### src/rtl/tow_scorer.sv
// Tug of War round scorer: rope position, win detection and LED bar drive.
// States:  ARMED | waiting for the first button edge of a round
//          HOLD  | round scored, waiting for both buttons up and go-light off
//          WIN   | game over, winner half of the bar blinks on slowenable
module tow_scorer #(
  parameter int HALF_SPAN = 3
) (
  input  logic                   clk,
  input  logic                   rst,
  input  logic                   slowenable,
  input  logic                   leds_on,
  input  logic                   leds_ctrl,
  input  logic                   clear,
  input  logic                   pbl,
  input  logic                   pbr,
  output logic                   winrnd,
  output logic                   win_l,
  output logic                   win_r,
  output logic [2*HALF_SPAN:0]   leds
);

  localparam int W  = 2*HALF_SPAN + 1;
  localparam int PW = $clog2(HALF_SPAN + 2) + 1;
  localparam logic signed [PW-1:0] POS_WIN = PW'(HALF_SPAN + 1);
  localparam logic signed [PW-1:0] ONE     = PW'(1);
  localparam logic [W-1:0]         CENTRE  = W'(1) << HALF_SPAN;

  typedef enum logic [1:0] {ARMED, HOLD, WIN} state_t;

  state_t               state_q, state_d;
  logic signed [PW-1:0] pos_q, pos_d;
  logic                 pbl_q, pbr_q;
  logic                 blink_q, blink_d;
  logic                 winrnd_d, win_l_d, win_r_d;
  logic [W-1:0]         leds_d;
  logic                 press_l, press_r;
  int                   idx;

  always_comb begin
    press_l  = pbl & ~pbl_q;
    press_r  = pbr & ~pbr_q;
    state_d  = state_q;
    pos_d    = pos_q;
    blink_d  = blink_q;
    winrnd_d = 1'b0;
    win_l_d  = win_l;
    win_r_d  = win_r;

    if (clear) begin
      state_d = HOLD;
      pos_d   = '0;
      blink_d = 1'b1;
      win_l_d = 1'b0;
      win_r_d = 1'b0;
    end else begin
      case (state_q)
        HOLD: begin
          if (!pbl && !pbr && !leds_on) state_d = ARMED;
        end
        ARMED: begin
          if (press_l || press_r) begin
            winrnd_d = 1'b1;
            state_d  = HOLD;
            // an early press moves the rope against the player who pressed
            if (press_l && !press_r)
              pos_d = leds_on ? pos_q + ONE : pos_q - ONE;
            else if (press_r && !press_l)
              pos_d = leds_on ? pos_q - ONE : pos_q + ONE;
            if (pos_d == POS_WIN) begin
              win_l_d = 1'b1;
              state_d = WIN;
            end else if (pos_d == -POS_WIN) begin
              win_r_d = 1'b1;
              state_d = WIN;
            end
          end
        end
        WIN: begin
          if (slowenable) blink_d = ~blink_q;
        end
        default: state_d = HOLD;
      endcase
    end

    idx    = HALF_SPAN + int'(pos_d);
    leds_d = '0;
    for (int i = 0; i < W; i++) begin
      if (state_d == WIN)
        leds_d[i] = blink_d & (win_l_d ? (i >= HALF_SPAN) : (i <= HALF_SPAN));
      else if (leds_ctrl)
        leds_d[i] = 1'b1;
      else
        leds_d[i] = (i == idx);
    end
  end

  always_ff @(posedge clk) begin
    if (rst) begin
      state_q <= HOLD;
      pos_q   <= '0;
      pbl_q   <= 1'b0;
      pbr_q   <= 1'b0;
      blink_q <= 1'b1;
      winrnd  <= 1'b0;
      win_l   <= 1'b0;
      win_r   <= 1'b0;
      leds    <= CENTRE;
    end else begin
      state_q <= state_d;
      pos_q   <= pos_d;
      pbl_q   <= pbl;
      pbr_q   <= pbr;
      blink_q <= blink_d;
      winrnd  <= winrnd_d;
      win_l   <= win_l_d;
      win_r   <= win_r_d;
      leds    <= leds_d;
    end
  end

endmodule

### config.mk
export PLATFORM = sky130hd
export DESIGN_NAME = tow_scorer
export DESIGN_NICKNAME = d
export VERILOG_FILES = /design/src/rtl/tow_scorer.sv
export SDC_FILE = /design/constraint.sdc
export NUM_CORES = 1
export LEC_CHECK = 0
export ABC_AREA = 0
export CAP_MARGIN = 15
export CORE_ASPECT_RATIO = 1.75
export CORE_UTILIZATION = 40
export DETAILED_ROUTE_END_ITERATION = 10
export DONT_BUFFER_PORTS = 1
export PLACE_DENSITY = 0.58
export SLEW_MARGIN = 20
export SYNTH_ARGS = -nofsm -noshare
export SYNTH_HDL_FRONTEND = slang
export SYNTH_SLANG_ARGS = --single-unit
### constraint.sdc
create_clock -name clk -period 4.6 [get_ports clk]
set_input_delay 0.46 -clock clk [delete_from_list [all_inputs] [get_ports clk]]
set_output_delay 0.46 -clock clk [all_outputs]
set_load 0.03 [all_outputs]
==> Changelog: implementation, run 1 <==
### Physical design

- DRT Wirelength: 3220 µm
- Via density: 6.06
- PortBufs: 0
- Synthesized cell area: 1250 µm²
- Worst Tran Pin Value: 0.575 ns
- Mapped Nets: 160
- Mi-comb count: 116
- WL per Instance: 17.2 µm
- Fill cells: 313
- Remaining DRCs: 0
- OpenROAD warnings: 27
- WL met1: 1150 µm
- Post-synthesis cell count from yosys: 150
- Slew HR: 61.4%
- Slowest Stage Delay on Critical Path: 0.50 ns
- Worst Skew: 0.00171 ns
- PwrDens: 265 nW/µm²
- Fin crit share: 57.5%
- N_taps: 42
- Post-CTS setup buffers: 0
- Most frequent cell after synthesis: dfxtp_1
- Cell type with the largest total area: dfxtp_1
- Comb/total area: 61.1%
- Die area: 3370 µm²
- Flop Count: 19
- Post-Route Setup TNS: 0 ns
- Die Wd: 44.3 µm
- Clk_lat worst skew: 0.26 ns
- Top cells by area: dfxtp_1 (30%), nor2_1 (4.8%), nand3_1 (4.4%), o22ai_1 (4.0%), o211ai_1 (3.0%)
- GRT Total Usage: 21.2%
- Crit path kind: reg2reg
- Slew Viols, Final: 0
- Area grow syn2layout: 2.90%
- Worst Hold Class: in2reg
- Max H-tree Level: 1
- Crit start category: flip-flop
- CORE AREA: 2960 µm²
- Max layer used: met4
- Most frequent cells in the layout: dfxtp_1 (19), nor2_1 (16), nand3_1 (11)
- Status: completed
- Vias in the first global route: 1149
- CTS tree: built
- Inverters: 6
- Biggest Area Class: multi-input combinational cells
- WP buf/inv: 1
- Yosys Warn Count: 0
- Detailed-route via count: 1134
-- run 1: per-stage QoR --
step                util [%]  area, µm²  hold slack, ns  total power, mW  setup WS [ns]
floorplan                  -       1250           0.511            0.223           2.41
global route            43.5       1290           0.242            0.360           1.79
global placement        42.0       1240           0.533            0.225           2.14
detailed placement      42.0       1240           0.534            0.226           2.03
CTS                     43.5       1290           0.256            0.341           2.01
finish                  43.5       1290           0.259            0.341           1.96
-- run 1: cell families (layout without fill, tap and decap cells) --
kind of cell             count (synthesis)  count (layout)  share of synthesized area, %
adder cells (fa/ha/maj)                  2               2                          2.00
AND-OR/OR-AND                           43              43                          25.7
buffers and inverters                   15              10                          6.79
multiplexers                             1               1                         0.799
AND/OR/NAND/NOR                         62              62                          27.3
XOR/XNOR                                 8               8                          7.09
flip-flops                              19              19                          30.4
-- run 1: flip-flops by register name, indices dropped and copies added, names as in the netlist --
register and count:
blink_q 1, pbl_q 1, win_r 1, leds 7, state_q 2, pos_q 4, winrnd 1, pbr_q 1
win_l 1
-- run 1: worst max-delay path by stage --
stage | start | end | slack, ns | cells after the start
global placement | pos_q[0] | leds[0] | 2.14 | 8
global route | pos_q[0] | leds[0] | 1.79 | 8
detailed placement | pos_q[0] | leds[0] | 2.03 | 8
finish | pos_q[0] | leds[0] | 1.96 | 8
CTS | pos_q[0] | leds[0] | 2.01 | 8
floorplan | pos_q[0] | leds[4] | 2.41 | 9
-- run 1: power by group --
part / switching (mW) / internal, mW / total, mW
clock network: 0.0583 / 0.0603 / 0.119
registers: 0.00817 / 0.169 / 0.177
logic: 0.0273 / 0.0184 / 0.0457
total: 0.0938 / 0.247 / 0.341
Run 1, cell classes on the final placement:
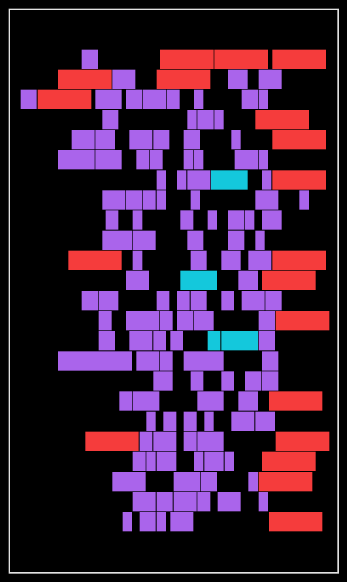
legend:
  clock drivers and dummy loads:
    colour: cyan
    cells: 4
  all other logic:
    colour: purple
    cells: 122
  flops:
    colour: red
    cells: 19

Run 1, routing congestion map:
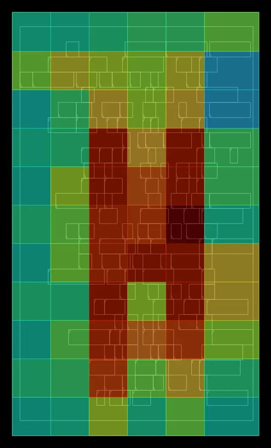
most used routing layer: met2
Final Util: 43.5%
grt met2 use: 36.8%
met1 Usage GRT: 21.5%
met3 Use GR: 3.08%

Run 1, wires at chosen ports, followed through buffers:
The bar under the picture is 10 µm long.
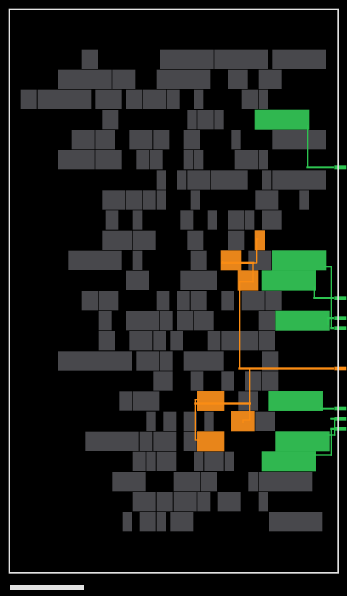
legend:
  leds_ctrl:
    colour: orange
    bits: 1
    direction: input
    edge: east
    end_cells: 6
    buffers: 0
    wire: 58.9 µm
  leds:
    colour: green
    bits: 7
    direction: output
    edge: east
    end_cells: 7
    buffers: 0
    wire: 35.8 µm

Run 1, metal 1:
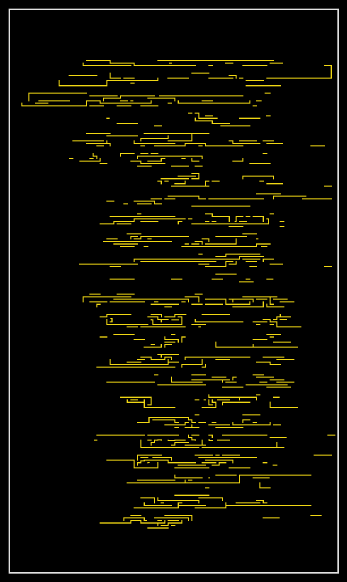

==> run 1 -> run 2 <==
==> constraint.sdc (replaced) <==
create_clock -name clk -period 2.62 [get_ports clk]
set_input_delay 0.262 -clock clk [delete_from_list [all_inputs] [get_ports clk]]
set_output_delay 0.262 -clock clk [all_outputs]
set_load 0.03 [all_outputs]
Run 2, metal 1:
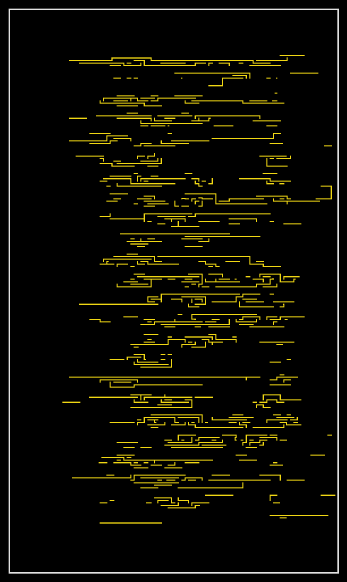
share of all routed wire: 36%
nets with wire on the layer: 145
longest straight run: 25.8 µm
main direction: horizontal
wire length on this layer: 1160 µm

Run 2, routing congestion map:
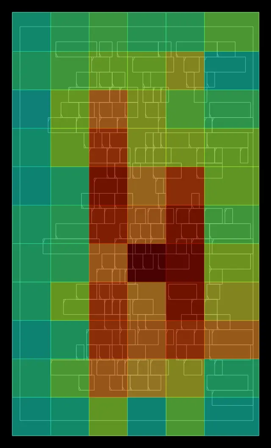
Final Util: 44.2%
WL per Instance: 17.1 µm
met1 Usage GRT: 21.1%
GRT Total Usage: 21.0%
met3 Use GR: 2.61%

==> run 2 against run 1 <==
Effect of this change:
- via count shrank 0.62%
- combinational power up 77%
- utilization up 0.63 points
- area after synthesis did not move
- first-iteration DRC count is 94% higher
- routed wire length up 0.19%
==> Changelog: implementation, run 2 <==
### Physical design

- Status: completed
- Critical path depth in cells: 8
- Crit path kind: reg2reg
- DRT Wirelength: 3220 µm
- Crit start category: flip-flop
- Top non-seq family: simple AND/OR/NAND/NOR gates
- Slowest Stage Delay on Critical Path: 0.44 ns
- Max H-tree Level: 1
- Mapped Nets: 160
- Worst Tran Pin Value: 0.563 ns
- Most frequent cell after synthesis: dfxtp_1
- Basic Gates by Area: 27.3%
- AO/OA Area Share: 25.7%
- Top cells by area: dfxtp_1 (30%), nor2_1 (4.8%), nand3_1 (4.4%), o22ai_1 (4.0%), o211ai_1 (3.0%)
- Slew Viols, Final: 0
- Synthesized cell area: 1250 µm²
- Biggest register: leds
- Post-Route Setup TNS: 0 ns
- Cell type with the largest total area: dfxtp_1
- Fin crit share: 90.3%
- Final hold slack: 0.0709 ns
- Post-CTS setup buffers: 0
- Critical Path End: leds[6]
- Most frequent cells in the layout: dfxtp_1 (19), nor2_1 (16), nand3_1 (11)
- Die area: 3370 µm²
- Clk_lat worst skew: 0.26 ns
- Adder-cell area share of the yosys netlist: 2.00%
- Area grow syn2layout: 4.40%
- Worst Hold Class: in2reg
- Via density: 5.96
- Final WS setup: 0.255 ns
- Detailed-route via count: 1127
- Fill cells: 296
- Post-synthesis cell count from yosys: 150
- Yosys Warn Count: 0
Run 2, floorplan with the power grid:
The bar under the picture is 10 µm long. Pins as bars on the die edge.
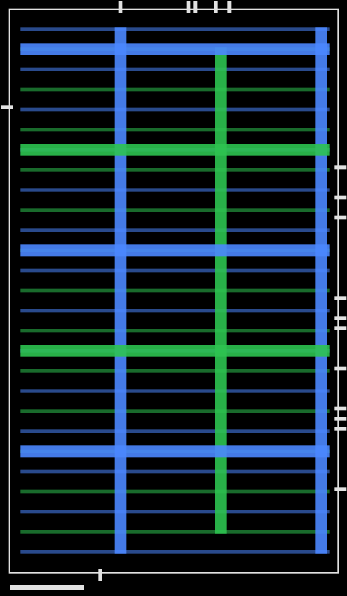
legend:
  VDD:
    colour: green
  VSS:
    colour: blue
rows: 26
met5 straps: 5

run 2: cell count changes in the layout (fill, tap and decap cells not counted), sizes merged:
cell	delta
buf	+2
clkinv	-1
clkbuf	+1
run 2: worst min path at each step:
| stage | startpoint | to | slack, ns | cells past startpoint |
|---|---|---|---|---|
| 2_1_floorplan | rst | pbl_q | 0.33 | 1 |
| 3_3_place_gp | rst | pbr_q | 0.34 | 1 |
| 3_5_place_dp | rst | pbl_q | 0.34 | 1 |
| 4_1_cts | rst | pbr_q | 0.07 | 1 |
| 5_1_grt | rst | pbr_q | 0.06 | 1 |
| 6_report | rst | pbr_q | 0.07 | 1 |
run 2: cell type report:
cell class                      instances  area [µm²]  area share (%)
Clock buffer                            4        45.0            3.44
Inverter                                6        22.5            1.72
Multi-Input combinational cell        116         792            60.6
Sequential cell                        19         380            29.1
Tap cell                               42        52.6            4.02
Timing Repair Buffer                    2        15.0            1.15
run 2: layer usage:
layer | GRT usage (%) | vias to the layer above | routed length (µm)
li1 | - | 547 | -
met1 | 21.1 | 530 | 1160
met2 | 37.9 | 40 | 1840
met3 | 2.61 | 10 | 110
met4 | 13.0 | 0 | 114
met5 | 0 | - | 0
run 2: per-stage QoR:
stage | total power [mW] | instance area, µm²
2_1_floorplan | 0.391 | 1250
4_1_cts | 0.597 | 1300
3_5_place_dp | 0.396 | 1260
5_1_grt | 0.626 | 1310
3_3_place_gp | 0.396 | 1260
6_report | 0.597 | 1310
run 2: power by group:
group | switching, mW | internal [mW]
clock | 0.0974 | 0.108
sequential | 0.0142 | 0.296
combinational | 0.0479 | 0.0328
run 2: cell families after synthesis:
kind of cell,Yosys count
flip-flops,19
multiplexers,1
adder cells (fa/ha/maj),2
buffers and inverters,15
AND/OR/NAND/NOR,62
AND-OR/OR-AND,43
XOR/XNOR,8
Power and IR drop assume default switching activity.
